$ cat config.mk
export PLATFORM = sky130hd
export DESIGN_NAME = deinterleaver
export DESIGN_NICKNAME = d
export VERILOG_FILES = /design/src/rtl/deinterleaver_pkg.sv /design/src/rtl/deinterleaver_lane_counter.sv /design/src/rtl/deinterleaver.sv
export SDC_FILE = /design/constraint.sdc
export NUM_CORES = 1
export LEC_CHECK = 0
export CORE_UTILIZATION = 56
export DETAILED_ROUTE_END_ITERATION = 10
export PLACE_DENSITY = 0.95
export SYNTH_ARGS = -nofsm -noshare
export SYNTH_HDL_FRONTEND = slang
export SYNTH_SLANG_ARGS = --single-unit
$ cat constraint.sdc
create_clock -name clk -period 4 [get_ports clk]
set_input_delay 0.6 -clock clk [delete_from_list [all_inputs] [get_ports clk]]
set_output_delay 0.6 -clock clk [all_outputs]
set_load 0.02 [all_outputs]
$ cat src/rtl/deinterleaver_pkg.sv
// Shared constants and state encoding for the
// round-robin lane deinterleaver.
package deinterleaver_pkg;

  localparam int DEF_DATA_WIDTH = 16;
  localparam int DEF_N_OUTPUTS  = 4;
  localparam int LANE_W         = 2;

  typedef enum logic {
    HUNT   = 1'b0,
    LOCKED = 1'b1
  } state_e;

endpackage

$ cat src/rtl/deinterleaver_lane_counter.sv
// Modulo-4 lane pointer; load0 restarts a frame
// with lane 0 already consumed.
module lane_counter
  import deinterleaver_pkg::*;
(
  input  logic              clk,
  input  logic              rst,
  input  logic              load0,
  input  logic              inc,
  output logic [LANE_W-1:0] lane
);

  logic [LANE_W-1:0] lane_q;
  logic [LANE_W-1:0] lane_d;

  always_comb begin
    lane_d = lane_q;
    unique case (1'b1)
      load0:   lane_d = LANE_W'(1);
      inc:     lane_d = lane_q + LANE_W'(1);
      default: lane_d = lane_q;
    endcase
  end

  always_ff @(posedge clk or negedge rst) begin
    if (!rst) begin
      lane_q <= '0;
    end else begin
      lane_q <= lane_d;
    end
  end

  assign lane = lane_q;

endmodule

$ cat src/rtl/deinterleaver.sv
// Rebuilds 4-lane frames from a round-robin word
// stream, aligning on sync and flagging misalignment.
module deinterleaver
  import deinterleaver_pkg::*;
#(
  parameter int DATA_WIDTH = DEF_DATA_WIDTH,
  parameter int N_OUTPUTS  = DEF_N_OUTPUTS
) (
  input  logic                  clk,
  input  logic                  rst,
  input  logic [DATA_WIDTH-1:0] data_in,
  input  logic                  en,
  input  logic                  sync,
  output logic [DATA_WIDTH-1:0] r0,
  output logic [DATA_WIDTH-1:0] r1,
  output logic [DATA_WIDTH-1:0] r2,
  output logic [DATA_WIDTH-1:0] r3,
  output logic                  valid,
  output logic [LANE_W-1:0]     lane,
  output logic                  err
);

  localparam int N_STAGE = N_OUTPUTS - 1;
  localparam logic [LANE_W-1:0] LAST =
    LANE_W'(N_OUTPUTS - 1);

  state_e state_q, state_d;

  logic [DATA_WIDTH-1:0] stage_q [N_STAGE];
  logic [DATA_WIDTH-1:0] r0_q, r1_q, r2_q, r3_q;
  logic                  valid_q, valid_d;
  logic                  err_q, err_d;

  logic                  load0;
  logic                  inc;
  logic                  wr_en;
  logic [LANE_W-1:0]     wr_idx;

  lane_counter u_lane (
    .clk   (clk),
    .rst   (rst),
    .load0 (load0),
    .inc   (inc),
    .lane  (lane)
  );

  always_comb begin
    state_d = state_q;
    load0   = 1'b0;
    inc     = 1'b0;
    wr_en   = 1'b0;
    wr_idx  = lane;
    valid_d = 1'b0;
    err_d   = err_q;
    if (en) begin
      unique case (state_q)
        HUNT: begin
          if (sync) begin
            state_d = LOCKED;
            load0   = 1'b1;
            wr_en   = 1'b1;
            wr_idx  = '0;
          end
        end
        LOCKED: begin
          // sync away from lane 0 drops the partial frame
          if (sync && lane != '0) begin
            load0  = 1'b1;
            wr_en  = 1'b1;
            wr_idx = '0;
            err_d  = 1'b1;
          end else begin
            inc = 1'b1;
            if (lane == LAST) begin
              valid_d = 1'b1;
            end else begin
              wr_en = 1'b1;
            end
          end
        end
        default: state_d = HUNT;
      endcase
    end
  end

  always_ff @(posedge clk or negedge rst) begin
    if (!rst) begin
      state_q <= HUNT;
      valid_q <= 1'b0;
      err_q   <= 1'b0;
      r0_q    <= '0;
      r1_q    <= '0;
      r2_q    <= '0;
      r3_q    <= '0;
      for (int i = 0; i < N_STAGE; i++) begin
        stage_q[i] <= '0;
      end
    end else begin
      state_q <= state_d;
      valid_q <= valid_d;
      err_q   <= err_d;
      for (int i = 0; i < N_STAGE; i++) begin
        if (wr_en && wr_idx == LANE_W'(i)) begin
          stage_q[i] <= data_in;
        end
      end
      if (valid_d) begin
        r0_q <= stage_q[0];
        r1_q <= stage_q[1];
        r2_q <= stage_q[2];
        r3_q <= data_in;
      end
    end
  end

  assign r0    = r0_q;
  assign r1    = r1_q;
  assign r2    = r2_q;
  assign r3    = r3_q;
  assign valid = valid_q;
  assign err   = err_q;

endmodule

==> results.sh <==
# physical design summary
export IMPL_die_area_um2=8840
export IMPL_outcome="completed"
export IMPL_regMostFlops="stage_q"
export IMPL_synth_nets=288
export IMPL_fmax_ghz=0.379
export IMPL_p_per_area_nw_per_um2=950
export IMPL_post_dp_hpwl_mm=5.79
export IMPL_grt_pass1_vias=2850
export IMPL_reg2reg_slack_ps=1360
export IMPL_num_vias=2573
export IMPL_num_clock_buffers=18
export IMPL_final_cell_mix="dfrtp_1 (117), clkdlybuf4s50_1 (86), mux2_4 (59), mux2_2 (53), clkbuf_16 (16)"
export IMPL_cp_top_family="simple AND/OR/NAND/NOR gates"
export IMPL_cp_required_ps=4380
export IMPL_hold_start="stage_q[30]$_DFFE_PN0P_"
export IMPL_post_route_cell_area_um2=6300
export IMPL_synthToLayoutAreaGrowth_pct=32.9
export IMPL_finalNonFillerCells=482
export IMPL_largest_reg_flops=48
export IMPL_routedWlPerCell_um=19.7
export IMPL_power_top_group="combinational cells"
export IMPL_final_max_slew_viol_count=0
export IMPL_syn_avg_cell_area_um2=17.8
export IMPL_top_logic_kind="multiplexers"
export IMPL_drt_total_wl_mm=9.49
export IMPL_tap_cell_count=105
export IMPL_xor_area_share_pct=0
export IMPL_post_cts_resized=0
export IMPL_clockBufferDepth=2
met1.png
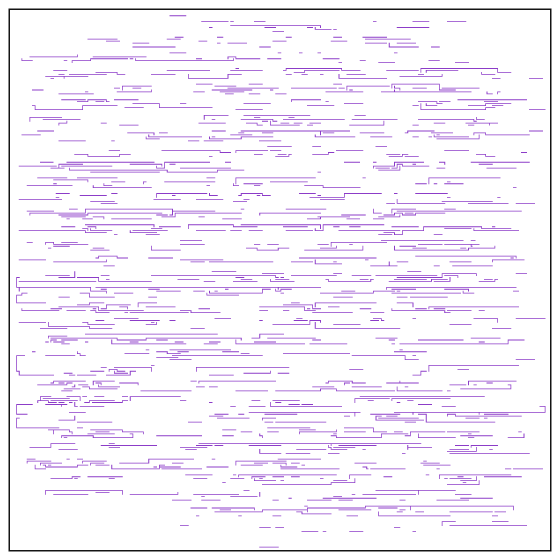
longest straight run = 39.1 um
wire length on this layer = 4030 um
share of all routed wire = 42%

final_placement.png
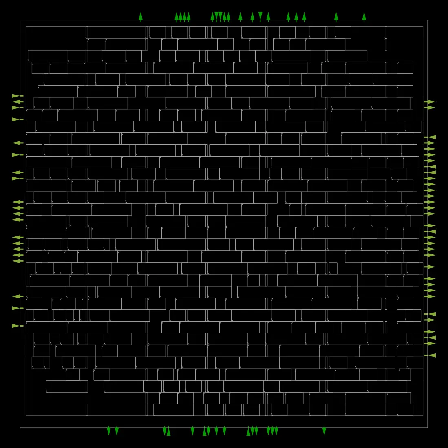
row count: 33
# fillers: 495
sequential fraction of total cell area: 46.5%
final core utilization: 76.7%

density.png
The die is cut into 9 by 9 equal tiles; white is low, dark blue is high, 0 to 100% covered.
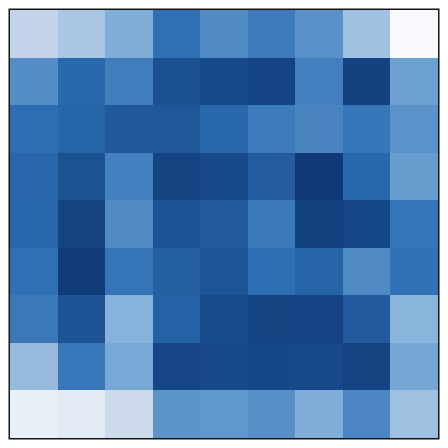
mean over tiles = 70%
fullest tile = 96%
emptiest ninth of the die = bottom left
tiles over 75% full = 48%

met2.png
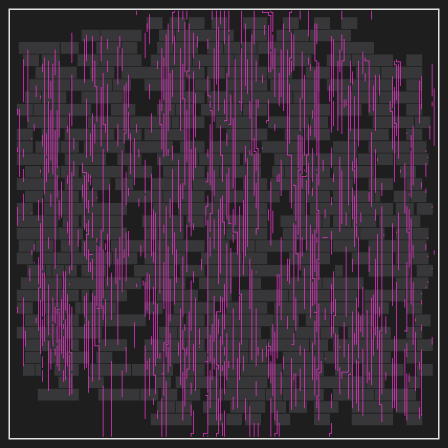
nets with wire on the layer = 373
wire length on this layer = 4930 um

